`src/rtl/rv32i_types.sv`:
```
// rv32i_types: shared RV32I definitions for the memory-access stage.
//   - ex_mem_pipeline_reg  : instruction bundle held in the EX/MEM register
//   - d_cache_pipeline_reg : completed bundle captured by MEM/WB
//   - mem_state_t          : memory-access FSM states
//   - funct3 load/store encodings and access-size helpers
package rv32i_types;

  localparam int XLEN = 32;

  localparam logic [2:0] lb  = 3'b000;
  localparam logic [2:0] lh  = 3'b001;
  localparam logic [2:0] lw  = 3'b010;
  localparam logic [2:0] lbu = 3'b100;
  localparam logic [2:0] lhu = 3'b101;
  localparam logic [2:0] sb  = 3'b000;
  localparam logic [2:0] sh  = 3'b001;
  localparam logic [2:0] sw  = 3'b010;

  typedef enum logic [1:0] {
    IDLE = 2'd0,
    BUSY = 2'd1,
    DONE = 2'd2
  } mem_state_t;

  typedef enum logic [1:0] {
    SZ_BYTE = 2'd0,
    SZ_HALF = 2'd1,
    SZ_WORD = 2'd2
  } mem_size_t;

  typedef struct packed {
    logic            valid;
    logic [XLEN-1:0] pc;
    logic            mem_read;
    logic            mem_write;
    logic [2:0]      funct3;
    logic [XLEN-1:0] alu_out;
    logic [XLEN-1:0] rs2_out;
    logic [4:0]      rd;
    logic            load_regfile;
  } ex_mem_pipeline_reg;

  typedef struct packed {
    logic            valid;
    logic [XLEN-1:0] pc;
    logic [XLEN-1:0] alu_out;
    logic [4:0]      rd;
    logic            load_regfile;
    logic [XLEN-1:0] mem_rdata;
    logic            misaligned;
  } d_cache_pipeline_reg;

  // Only funct3[1:0] sets the size (LBU/LHU share it with LB/LH); every
  // undefined encoding falls through to a word access.
  function automatic mem_size_t access_size(input logic [2:0] f3);
    case (f3[1:0])
      2'b00:   return SZ_BYTE;
      2'b01:   return SZ_HALF;
      default: return SZ_WORD;
    endcase
  endfunction

  function automatic logic mem_misaligned(input logic [2:0] f3, input logic [1:0] lo);
    case (access_size(f3))
      SZ_HALF: return lo[0];
      SZ_WORD: return (lo != 2'b00);
      default: return 1'b0;
    endcase
  endfunction

endpackage

```
`src/rtl/p_mem_access_if.sv`:
```
// p_mem_access_if: data-cache request/response bus.
//   dmem_address/read/write/wmask/wdata : request (stage -> cache)
//   dmem_rdata/resp                     : response (cache -> stage)
// master = memory-access stage, slave = data cache.
interface p_mem_access_if;
  logic [31:0] dmem_address;
  logic        dmem_read;
  logic        dmem_write;
  logic [3:0]  dmem_wmask;
  logic [31:0] dmem_wdata;
  logic [31:0] dmem_rdata;
  logic        dmem_resp;

  modport master (
    output dmem_address, dmem_read, dmem_write, dmem_wmask, dmem_wdata,
    input  dmem_rdata, dmem_resp
  );

  modport slave (
    input  dmem_address, dmem_read, dmem_write, dmem_wmask, dmem_wdata,
    output dmem_rdata, dmem_resp
  );
endinterface

```
`src/rtl/p_load_align.sv`:
```
// p_load_align: combinational load formatter, also used by forwarding.
//   i_rdata   : raw 32-bit word from the cache
//   i_addr_lo : byte offset within the word
//   i_funct3  : load encoding (undefined encodings treated as LW)
//   o_result  : selected byte/half, sign- or zero-extended, or the full word
module p_load_align
  import rv32i_types::*;
(
  input  logic [31:0] i_rdata,
  input  logic [1:0]  i_addr_lo,
  input  logic [2:0]  i_funct3,
  output logic [31:0] o_result
);

  logic [31:0]        w_shifted;
  logic signed [7:0]  w_byte;
  logic signed [15:0] w_half;

  assign w_shifted = i_rdata >> {i_addr_lo, 3'b000};
  assign w_byte    = w_shifted[7:0];
  assign w_half    = w_shifted[15:0];

  always_comb begin
    o_result = i_rdata;
    case (i_funct3)
      lb:      o_result = {{24{w_byte[7]}}, w_byte};
      lh:      o_result = {{16{w_half[15]}}, w_half};
      lbu:     o_result = {24'd0, w_byte};
      lhu:     o_result = {16'd0, w_half};
      default: o_result = i_rdata;
    endcase
  end

endmodule

```
`src/rtl/p_mem_access.sv`:
```
// p_mem_access: MEM stage of the RV32I pipeline.
//   clk, rst     : clock, synchronous active-high reset
//   in           : EX/MEM instruction bundle
//   pipe_advance : MEM/WB captures `out` on this edge
//   dmem         : data-cache bus (master side)
//   stall_mem    : holds the pipeline while a cache access is outstanding
//   out          : bundle for MEM/WB with formatted load data and misaligned flag
// Issues one aligned access per memory instruction, waits for the response,
// then holds the formatted result in DONE until the pipeline advances.
module p_mem_access
  import rv32i_types::*;
(
  input  logic                 clk,
  input  logic                 rst,
  input  ex_mem_pipeline_reg   in,
  input  logic                 pipe_advance,
  p_mem_access_if.master       dmem,
  output logic                 stall_mem,
  output d_cache_pipeline_reg  out
);

  mem_state_t  r_state;
  mem_state_t  w_state_n;

  logic        w_is_mem;
  logic        w_misaligned;
  logic        w_accept;
  logic [1:0]  w_lo;
  logic [3:0]  w_wmask;
  logic [31:0] w_wdata;
  logic [31:0] w_aligned;

  logic [31:0] r_addr;
  logic [1:0]  r_lo;
  logic [2:0]  r_funct3;
  logic        r_read;
  logic        r_write;
  logic [3:0]  r_wmask;
  logic [31:0] r_wdata;
  logic [31:0] r_rdata;

  assign w_lo         = in.alu_out[1:0];
  assign w_is_mem     = in.valid & (in.mem_read | in.mem_write);
  assign w_misaligned = w_is_mem & mem_misaligned(in.funct3, w_lo);
  assign w_accept     = w_is_mem & ~w_misaligned;

  always_comb begin
    w_wmask = 4'b1111;
    case (access_size(in.funct3))
      SZ_BYTE: w_wmask = 4'b0001 << w_lo;
      SZ_HALF: w_wmask = 4'b0011 << w_lo;
      default: w_wmask = 4'b1111;
    endcase
  end

  assign w_wdata = in.rs2_out << {w_lo, 3'b000};

  p_load_align u_load_align (
    .i_rdata   (dmem.dmem_rdata),
    .i_addr_lo (r_lo),
    .i_funct3  (r_funct3),
    .o_result  (w_aligned)
  );

  always_ff @(posedge clk) begin
    if (rst) r_state <= IDLE;
    else     r_state <= w_state_n;
  end

  always_comb begin
    w_state_n = r_state;
    stall_mem = 1'b0;
    case (r_state)
      IDLE: begin
        stall_mem = w_accept;
        if (w_accept) w_state_n = BUSY;
      end
      BUSY: begin
        stall_mem = 1'b1;
        if (dmem.dmem_resp) w_state_n = DONE;
      end
      DONE: begin
        if (pipe_advance) w_state_n = IDLE;
      end
      default: w_state_n = IDLE;
    endcase
  end

  // ---- request latch: fields move only on IDLE->BUSY, data on response ----
  always_ff @(posedge clk) begin
    if (rst) begin
      r_addr   <= '0;
      r_lo     <= '0;
      r_funct3 <= '0;
      r_read   <= 1'b0;
      r_write  <= 1'b0;
      r_wmask  <= '0;
      r_wdata  <= '0;
      r_rdata  <= '0;
    end else begin
      if (r_state == IDLE && w_accept) begin
        r_addr   <= {in.alu_out[31:2], 2'b00};
        r_lo     <= w_lo;
        r_funct3 <= in.funct3;
        r_read   <= in.mem_read;
        r_write  <= in.mem_write & ~in.mem_read;
        r_wmask  <= in.mem_read ? 4'b0000 : w_wmask;
        r_wdata  <= in.mem_read ? 32'd0 : w_wdata;
      end
      if (r_state == BUSY && dmem.dmem_resp) r_rdata <= w_aligned;
    end
  end

  assign dmem.dmem_address = r_addr;
  assign dmem.dmem_read    = (r_state == BUSY) & r_read;
  assign dmem.dmem_write   = (r_state == BUSY) & r_write;
  assign dmem.dmem_wmask   = r_wmask;
  assign dmem.dmem_wdata   = r_wdata;

  // ---- MEM/WB bundle ----
  always_comb begin
    out              = '0;
    out.valid        = in.valid;
    out.pc           = in.pc;
    out.alu_out      = in.alu_out;
    out.rd           = in.rd;
    out.load_regfile = in.load_regfile & ~w_misaligned;
    out.mem_rdata    = (r_state == DONE) ? r_rdata : 32'd0;
    out.misaligned   = w_misaligned;
  end

endmodule

```
`src/flat_wrapper.sv`:
```
// flat-port wrapper written by rule: the top's interface ports become plain ports
module p_mem_access_flat import rv32i_types::*;
  (clk, rst, in, pipe_advance, stall_mem, out, dmem_dmem_address, dmem_dmem_read, dmem_dmem_write, dmem_dmem_wmask, dmem_dmem_wdata, dmem_dmem_rdata, dmem_dmem_resp);
  p_mem_access_if dmem_i ();
  input  logic clk;
  input  logic rst;
  input  ex_mem_pipeline_reg in;
  input  logic pipe_advance;
  output logic stall_mem;
  output d_cache_pipeline_reg out;
  output wire logic [$bits(dmem_i.dmem_address)-1:0] dmem_dmem_address;
  output wire logic [$bits(dmem_i.dmem_read)-1:0] dmem_dmem_read;
  output wire logic [$bits(dmem_i.dmem_write)-1:0] dmem_dmem_write;
  output wire logic [$bits(dmem_i.dmem_wmask)-1:0] dmem_dmem_wmask;
  output wire logic [$bits(dmem_i.dmem_wdata)-1:0] dmem_dmem_wdata;
  input wire logic [$bits(dmem_i.dmem_rdata)-1:0] dmem_dmem_rdata;
  input wire logic [$bits(dmem_i.dmem_resp)-1:0] dmem_dmem_resp;
  assign dmem_dmem_address = dmem_i.dmem_address;
  assign dmem_dmem_read = dmem_i.dmem_read;
  assign dmem_dmem_write = dmem_i.dmem_write;
  assign dmem_dmem_wmask = dmem_i.dmem_wmask;
  assign dmem_dmem_wdata = dmem_i.dmem_wdata;
  assign dmem_i.dmem_rdata = dmem_dmem_rdata;
  assign dmem_i.dmem_resp = dmem_dmem_resp;
  p_mem_access u_core (.clk(clk), .rst(rst), .in(in), .pipe_advance(pipe_advance), .dmem(dmem_i), .stall_mem(stall_mem), .out(out));
endmodule
```
`config.mk`:
```
export PLATFORM = sky130hd
export DESIGN_NAME = p_mem_access_flat
export DESIGN_NICKNAME = d
export VERILOG_FILES = /design/src/rtl/rv32i_types.sv /design/src/rtl/p_mem_access_if.sv /design/src/rtl/p_load_align.sv /design/src/rtl/p_mem_access.sv /design/src/flat_wrapper.sv
export SDC_FILE = /design/constraint.sdc
export NUM_CORES = 1
export LEC_CHECK = 0
export CORE_MARGIN = 8
export CORE_UTILIZATION = 45
export DETAILED_ROUTE_END_ITERATION = 12
export DONT_BUFFER_PORTS = 1
export PLACE_DENSITY = 0.6
export SLEW_MARGIN = 20
export SYNTH_ARGS = -nofsm -noshare
export SYNTH_HDL_FRONTEND = slang
export SYNTH_HIERARCHICAL = 1
export SYNTH_SLANG_ARGS = --single-unit
```
`constraint.sdc`:
```
create_clock -name clk -period 2.3 [get_ports clk]
set_input_delay 0.23 -clock clk [delete_from_list [all_inputs] [get_ports clk]]
set_output_delay 0.23 -clock clk [all_outputs]
set_load 0.05 [all_outputs]
```
**Run 1: pin placement**

Scale bar: 50 µm. Pins as bars across the die edge, other pins in grey.
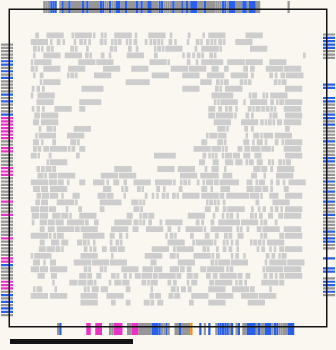
Orange marks dmem_dmem_resp, pins 1, direction input, edge bottom. Magenta marks dmem_dmem_wdata, pins 32, direction output, edge 20 left, 12 bottom. Blue marks out, pins 104, direction output, edge 36 top, 29 bottom, 27 right, 12 left.

**Run 1: routed metal per tile**

26 x 26 tiles, from white (low) to dark blue (high), scaled to the fullest tile. Values are wire area over tile area, all layers added.
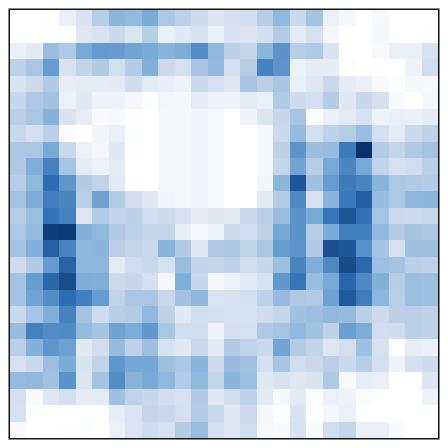
13% of the tiles are over half the peak. The emptiest ninth of the die: upper right. The densest ninth of the die: middle right. The mean over all tiles is 0.17. 11% of the tiles are nearly empty. The fullest tile reaches 0.63.
Via Count: 4808
GRT Overall Usage: 18.8%
drt wl/cell: 18.7 µm
final WL: 16000 µm

**Run 1: clock wiring as the flow saved it**

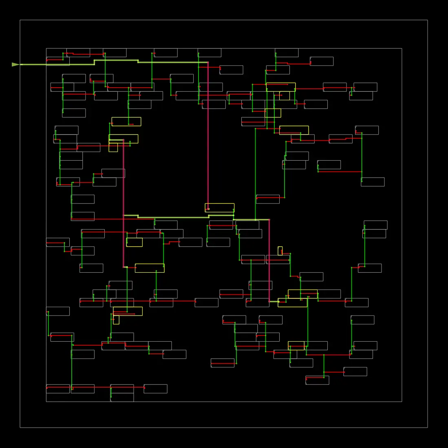
clk_skew: 0.00474 ns
Latency at later pin: 0.34 ns
Clock buffer cells: 13
Flops: 107
P_clk: 0.00150 W

==> impl_metrics.yaml, run 1 <==
# implementation run metrics
hold_path:
  holdPathStages: 2
  whs_endpoint: "u_core/dmem.dmem_address[3]"
drt:
  drtIter0Drc: 410
  route.detailed.drc: 0
  ant_nets: 0
  first_pass_iters: 5
  routed_via_density: 5.62
place:
  placed_area_mm2: 0.00595
  dpl_worst_slack_ns: 0.171
  globalplace.congestion: 0.856
  placed_cells: 838
  port_buffers: 0
logic_synthesis:
  ys_ff: 107
  ys_cells: 745
  synth_area_per_cell_um2: 7.66
  edf_count: 0
  synthCells: 745
  flop_cell: "dfxtp_1"
  netlist-cell-type-count: 46
critical_path:
  cp-endpoint: "u_core/dmem.dmem_wdata[10]"
  crit_buf_inv: 0
  timing.critical_path.slowest_stage_cell: "or4_2"
  end_kind: "register"
  max_stage_delay_ns: 0.79
  arrival_ns: 2.44
  cp.depth: 4
  rrSetupSlack_ns: 0.12
  reg2reg_depth: 4
  critical_path.max_fanout: 21
  critPathLaunch: "u_core/r_state[1]"
  crit_family: "simple AND/OR/NAND/NOR gates"
  critPathKind: "register to register"
  worstPathRequired_ns: 2.57
grt:
  antenna_found_initial: 0
  grt_pass1_vias: 4600
  grt_start_max_net_pins: 100
  grt_overflow: 0
  grt_pass1_wl_um: 24800
pwr:
  seqPwrFrac_pct: 51.6
  ir_worst_vdd_v: 0.000365
  sw_frac_of_total_pct: 27.8
  sequentialPower_w: 0.00208
  clock_power_share_pct: 37.2
  p_comb_share_pct: 11.3
  intPower_w: 0.00291
  power.total_w: 0.00403
finish:
  layout_top_cell: "nand2_1"
  logic_area_mm2: 0.00279
  drive_gt1_share_pct: 12.0
  final_util_pct: 50.1
  fin_cells: 856
  fillers: 1266
  final_nets: 823
  mostFrequentLayoutCells: "197 x nand2_1, 107 x dfxtp_1, 82 x a21oi_1"
  fin_area_mm2: 0.00628
  n_antenna_cell: 0
sta:
  setup_viol: 0
  final.setup.tns_ns: 0
  finalCriticalPeriod_ns: 2.18
  whs_ns: 0.0169
  rsz0062_at_grt: "no"
die:
  die_h_um: 129
  pin_count: 319
  die_area_mm2: 0.0165
  row_count: 41
clock_network:
  cts_setup_buffers: 0
  cts_made_buffers: 9
  cts_tree: "built"
  htreeDepth: 3
  cts_hold_buf: 2
  cts-root-buf: "clkbuf_16"
  ctsLongestPathBuffers: 2
  clk_pin_slew_ns: 0.07
  clkSinkCount: 107
  ctsResizeCount: 0
flow_run:
  warning_count: 26
  cap_violations: 0
status:
  status: "completed"
==> run 1: state kept, by name (all words and copies together), names as in the netlist <==
register and count:
u_core/r_read 1, u_core/r_write 1, u_core/r_funct3 3, u_core/r_state 2, u_core/r_lo 2, u_core/r_rdata 32, u_core/dmem.dmem_address 30, u_core/dmem.dmem_wdata 32
u_core/dmem.dmem_wmask 4
==> run 1: synth_stat cells (all sizes together) (2+ instances only) <==
cell type / instances / area (µm²)
mux2: 8 / 90.1
a32oi: 8 / 70.1
inv: 6 / 22.5
o31ai: 7 / 52.6
o311ai: 2 / 17.5
a221oi: 6 / 70.1
dfxtp: 107 / 2140
a22o: 2 / 17.5
o2bb2ai: 9 / 78.8
nand2: 197 / 739
nor3: 2 / 10.0
o211ai: 4 / 43.8
nand3: 8 / 40.0
and2: 36 / 225
nand3b: 9 / 67.6
a21oi: 83 / 419
mux2i: 20 / 200
nor4: 2 / 12.5
nor2b: 15 / 96.3
buf: 81 / 598
clkbuf: 46 / 174
nor2: 23 / 86.3
or2: 2 / 12.5
a22oi: 13 / 97.6
o21ai: 22 / 110
or3: 9 / 56.3
a211o: 8 / 70.1
==> run 1: cell families after synthesis <==
kind of cell | share of synthesized area (%)
and+or+nand+nor | 23.9
AOI/OAI and AO/OA | 19.1
buffers and inverters | 13.9
DFF | 37.5
muxes | 5.48
other | 0.0657
==> run 1: cell type report <==
cell class | instances | share of cell area [%]
clock buffers | 13 | 4.31
clock inverters | 3 | 0.339
inverters | 6 | 0.359
multi-input cells | 506 | 44.4
flip-flops and latches | 107 | 34.1
well taps | 172 | 3.43
repair buffers | 49 | 13.0
==> run 1: routing by layer <==
layer  vias up  global-route usage (%)  share of wire, %
li1       2301                       -                 -
met1      2268                    20.5                38
met2       219                    30.6                47
met3        20                    9.81                13
met4         0                    7.12               1.6
met5         -                       0                 0
**Run 1: nets reached from selected ports**

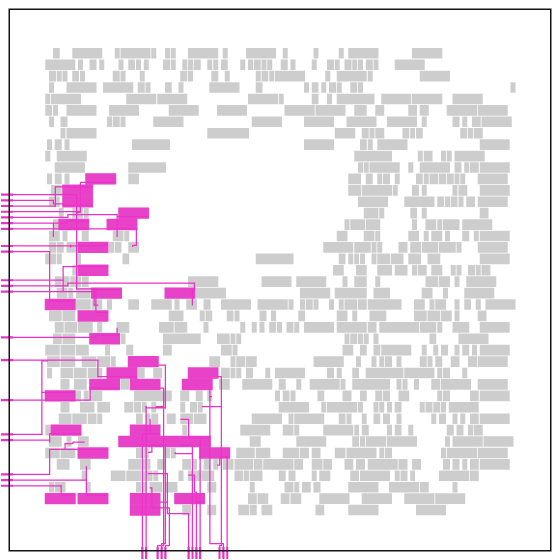

==> run 2, diff against run 1 <==
Settings changed: CORE_AREA set to 2 2 123 125, CORE_MARGIN 8 to not set, CORE_UTILIZATION 45 to not set, CTS_BUF_LIST set to sky130_fd_sc_hd__clkbuf_4 sky130_fd_sc_hd__clkbuf_8, DIE_AREA set to 0 0 125 127, PLACE_DENSITY 0.6 to 0.54.
**Run 2: nets reached from selected ports**

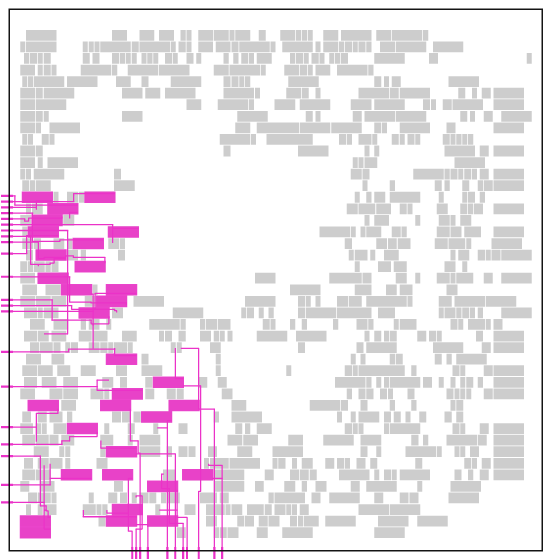
Magenta marks dmem_dmem_wdata, bits 32, direction output, edge 21 left, 11 bottom, end cells 32, buffers 0, wire 904 µm.
Buffers on Ports: 0
IO Pins: 319

==> impl_metrics.yaml, run 2 <==
# implementation run metrics
die:
  die_h_um: 127
  die_area_mm2: 0.0159
  fp_util_pct: 39.6
  coreArea_mm2: 0.0144
  row_count: 44
  die_w_um: 125
logic_synthesis:
  topCellsByArea: "dfxtp_1 38%, nand2_1 13%, buf_4 9.6%"
  top_cell_area_share_pct: 37.5
  top_cell: "nand2_1"
  synth.top_cells.by_count: "197 x nand2_1, 107 x dfxtp_1, 82 x a21oi_1, 73 x buf_4, 45 x clkbuf_1"
  ys_ff: 107
  ys_area_mm2: 0.00571
  ys_cells: 745
  yosys.area.top_type: "dfxtp_1"
  synth_area_per_cell_um2: 7.66
  edf_count: 0
  synthCells: 745
  syn-cell-area_mm2: 0.00571
  netlist-cell-type-count: 46
  flop_cell: "dfxtp_1"
place:
  placed_area_mm2: 0.00596
  dpl_worst_slack_ns: 0.136
  globalplace.congestion: 0.800
  hpwlAfterDp_um: 11100
flow_run:
  cap_violations: 0
  warning_count: 26
pwr:
  ir_worst_vdd_v: 0.000287
  p_per_area_mw_per_mm2: 587
  p_leak_nw: 2.37
grt:
  groute.usage.overall_pct: 20.2
  grt_pass1_wl_um: 25900
  grt_start_max_net_pins: 100
  grt_overflow: 0
  antenna_found_initial: 0
  grt_pass1_vias: 5073
clock_network:
  clk_pin_slew_ns: 0.10
  clkLatencyLatePin_ns: 0.37
  cts_tree: "built"
  cts-root-buf: "clkbuf_8"
  clkSinkCount: 107
  htreeDepth: 3
  cts_made_buffers: 9
  ctsLongestPathBuffers: 2
  cts_setup_buffers: 0
sta:
  whs_ns: 0.0322
  finalCriticalPeriod_ns: 2.10
  skew_ns: 0.0125
  clock.fmax_ghz: 0.477
  final.setup.tns_ns: 0
  rsz0062_at_grt: "no"
  report.final.slew_viol_count: 0
  finalCritPeriodShare_pct: 91.2
  setup_viol: 0
  worst_slack_ns: 0.203
  timing.final.hold_violations: 0
finish:
  layout_top_cell: "nand2_1"
  drive_gt1_share_pct: 11.4
  syn2layout_area_growth_pct: 16.8
  final_nets: 867
  n_antenna_cell: 0
  mostFrequentLayoutCells: "197 x nand2_1, 107 x dfxtp_1, 82 x a21oi_1"
  fin_area_mm2: 0.00667
critical_path:
  max_stage_delay_ns: 0.59
  worstPathRequired_ns: 2.55
  cp_cell_sequence: "mux2_2 > a221oi_4 > o21ai_0 > nand2_1 > a21oi_1"
  critPathKind: "register to register"
  crit_buf_inv: 0
  end_kind: "register"
  cp-start-kind: "register"
  critical_path.max_fanout: 17
  rrSetupSlack_ns: 0.20
  timing.critical_path.slowest_stage_cell: "dfxtp_1"
  arrival_ns: 2.35
  crit_family: "AND-OR/OR-AND gates"
drt:
  wl_per_cell_um: 18.2
  routed_via_density: 5.59
  via_count: 5102
  drtIter0Drc: 338
  postRouteWirelength_um: 16600
  route.detailed.drc: 0
  ant_nets: 0
  first_pass_iters: 5
status:
  status: "completed"
hold_path:
  hold_class: "primary input to register"
run 2: cell counts after synthesis:
No cell type changed its count.
run 2: power breakdown:
group	switching, W	internal [W]
logic	0.000304	0.000226
registers	0.000167	0.00191
clock network	0.000639	0.000668
run 2: layout make-up:
cell class                      count  area [µm²]
Clock buffer                       11         151
Clock inverter                      5        75.1
Fill cell                        1403        7750
Inverter                            6        22.5
Multi-Input combinational cell    506        2790
Sequential cell                   107        2140
Tap cell                          184         230
Timing Repair Buffer               93        1260
run 2: per-stage QoR:
step                cells  utilization [%]  power [W]
finish                912             46.2    0.00391
global route          912             46.2    0.00411
CTS                   912             46.2    0.00396
detailed placement    850             41.3    0.00255
global placement      850             41.3    0.00254
floorplan             746                -    0.00282
run 2: final timing paths:
path	from	end	depth (start not counted)
worst min register to register	u_core/r_rdata[3]	u_core/r_rdata[3]	2
worst min-delay path	rst	u_core/dmem.dmem_wdata[3]	2
worst max register to register	u_core/r_lo[1]	u_core/r_rdata[28]	5
worst max-delay path	u_core/r_lo[1]	u_core/r_rdata[28]	5
run 2: kinds of logic (layout without fill, tap and decap cells):
family,Yosys count,count (layout),share of synthesized area (%)
buf+inv,133,115,13.9
compound gates,169,169,19.1
flops,107,107,37.5
other cells,1,2,0.0657
simple gates,306,306,23.9
mux,29,29,5.48
run 2: timing repair:
item	4_1_cts	5_1_grt
resized	0	1
endpoints found under the hold margin	107	0
hold buffers	46	0
setup endpoints to repair	0	2
run 2: layer usage:
layer  wire, µm  vias up  part of all wire [%]  global-route usage (%)
met5          0        -                     0                       0
met4        530        0                   3.2                    8.43
met3       1830       38                    11                    8.75
met2       7840      278                    47                    33.6
met1       6360     2393                    38                    22.7
li1           -     2393                     -                       -
**Run 2: pin placement**

Scale bar: 50 µm. Pins as bars across the die edge, other pins in grey.
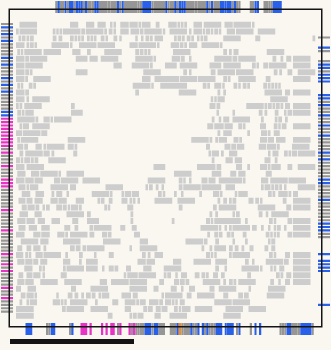

==> run 3, diff against run 2 <==
Settings changed: SETUP_SLACK_MARGIN set to 0.2.
**Run 3: pin placement**

Scale bar: 50 µm. Pins as bars across the die edge, other pins in grey.
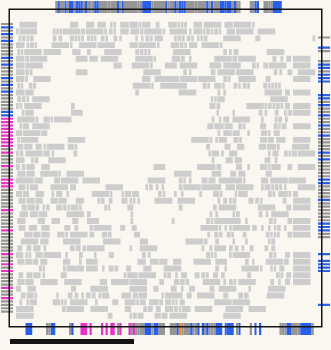
Orange marks dmem_dmem_resp, pins 1, direction input, edge bottom. Magenta marks dmem_dmem_wdata, pins 32, direction output, edge 21 left, 11 bottom. Blue marks out, pins 104, direction output, edge 35 top, 33 bottom, 26 right, 10 left.

==> impl_metrics.yaml, run 3 <==
# implementation run metrics
status:
  status: "completed"
grt:
  grt_start_max_net_pins: 98
  antenna_found_initial: 0
  grt_pass1_wl_um: 25900
drt:
  first_pass_iters: 5
  ant_nets: 0
  route.detailed.drc: 0
die:
  die_w_um: 125
  fp_util_pct: 39.6
finish:
  fillers: 1393
  mostFrequentLayoutCells: "197 x nand2_1, 107 x dfxtp_1, 82 x a21oi_1"
  fin_area_mm2: 0.00671
  final_nets: 870
critical_path:
  cp_cell_sequence: "or2_2 > or4_4 > or3_1 > a21oi_1"
  cp-start-kind: "register"
  arrival_ns: 2.23
  critical_path.max_fanout: 21
place:
  placed_cells: 850
  placed_area_mm2: 0.00596
pwr:
  p_leak_nw: 2.39
  p_per_area_mw_per_mm2: 584
  power.total_w: 0.00392
clock_network:
  cts_tree: "built"
  cts_setup_buffers: 0
  cts_hold_buf: 48
sta:
  skew_ns: 0.0127
  clock.fmax_ghz: 0.519
  rsz0062_at_grt: "no"
  report.final.slew_viol_count: 0
logic_synthesis:
  top_cell_area_share_pct: 37.5
  synth_area_per_cell_um2: 7.66
  ys_ff: 107
  flop_cell: "dfxtp_1"
  ys_cells: 745
flow_run:
  cap_violations: 0
  warning_count: 26
hold_path:
  hold_class: "primary input to register"
## run 3: cell types whose count changed in the layout (fill, tap and decap cells not counted)
cell and change:
nor2b_2 +1, nor2b_1 -1, buf_12 +1, dlygate4sd3_1 +2
## run 3: critical path: cells and delay by family, from the launching register on
kind,cells,cell delay (ns)
AND-OR/OR-AND,1,0.16
AND/OR/NAND/NOR,3,1.33
flip-flops,1,0.35
## run 3: logic make-up after synthesis
family          after synthesis  share of synthesized area [%]
compound gates              169                           19.1
buf+inv                     133                           13.9
flops                       107                           37.5
mux                          29                           5.48
other cells                   1                         0.0657
simple gates                306                           23.9
## run 3: metal layers
metal	part of all wire (%)	GRT usage (%)	vias to the layer above
met3	11	8.79	32
met1	39	22.7	2388
li1	-	-	2400
met5	0	0	-
met4	2.6	7.65	0
met2	48	34.0	266
## run 3: cell type report
class	instances	area (µm²)	share of cell area, %
Multi-Input combinational cell	506	2800	41.6
Sequential cell	107	2140	31.9
Inverter	6	22.5	0.336
Clock inverter	5	75.1	1.12
Tap cell	184	230	3.43
Clock buffer	11	151	2.26
Timing Repair Buffer	96	1300	19.3
## run 3: path summary, 6_finish.rpt
path | cells past startpoint | startpoint | slack [ns] | to
setup / recovery | 4 | u_core/r_state[1] | 0.37 | u_core/dmem.dmem_wdata[12]
hold / removal | 2 | rst | 0.03 | u_core/dmem.dmem_wdata[3]
hold reg to reg | 2 | u_core/r_rdata[3] | 0.45 | u_core/r_rdata[3]
setup reg to reg | 4 | u_core/r_state[1] | 0.37 | u_core/dmem.dmem_wdata[12]
## run 3: where the power goes
part,internal (W),switching [W],total [W]
Sequential,0.00191,0.000167,0.00208
Clock,0.000668,0.000643,0.00131
Combinational,0.000230,0.000304,0.000534
Total,0.00281,0.00111,0.00392

==> notes/layouts.md <==
Pictures saved along the way, in no particular order.

Selected gate families.
(a)
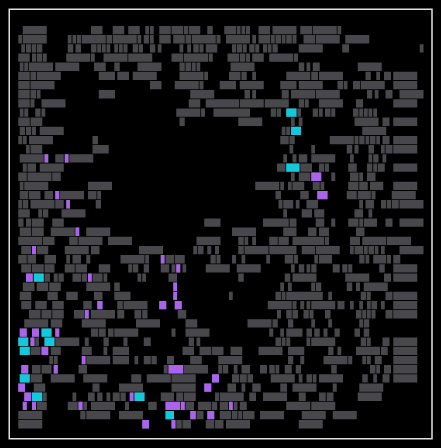
(b)
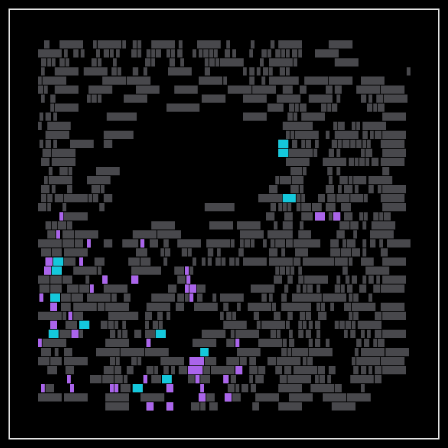
| from | picture |
|---|---|
| run 3 | (a) |
| run 1 | (b) |

No activity file was given, so power comes from the tool's default toggle rates.
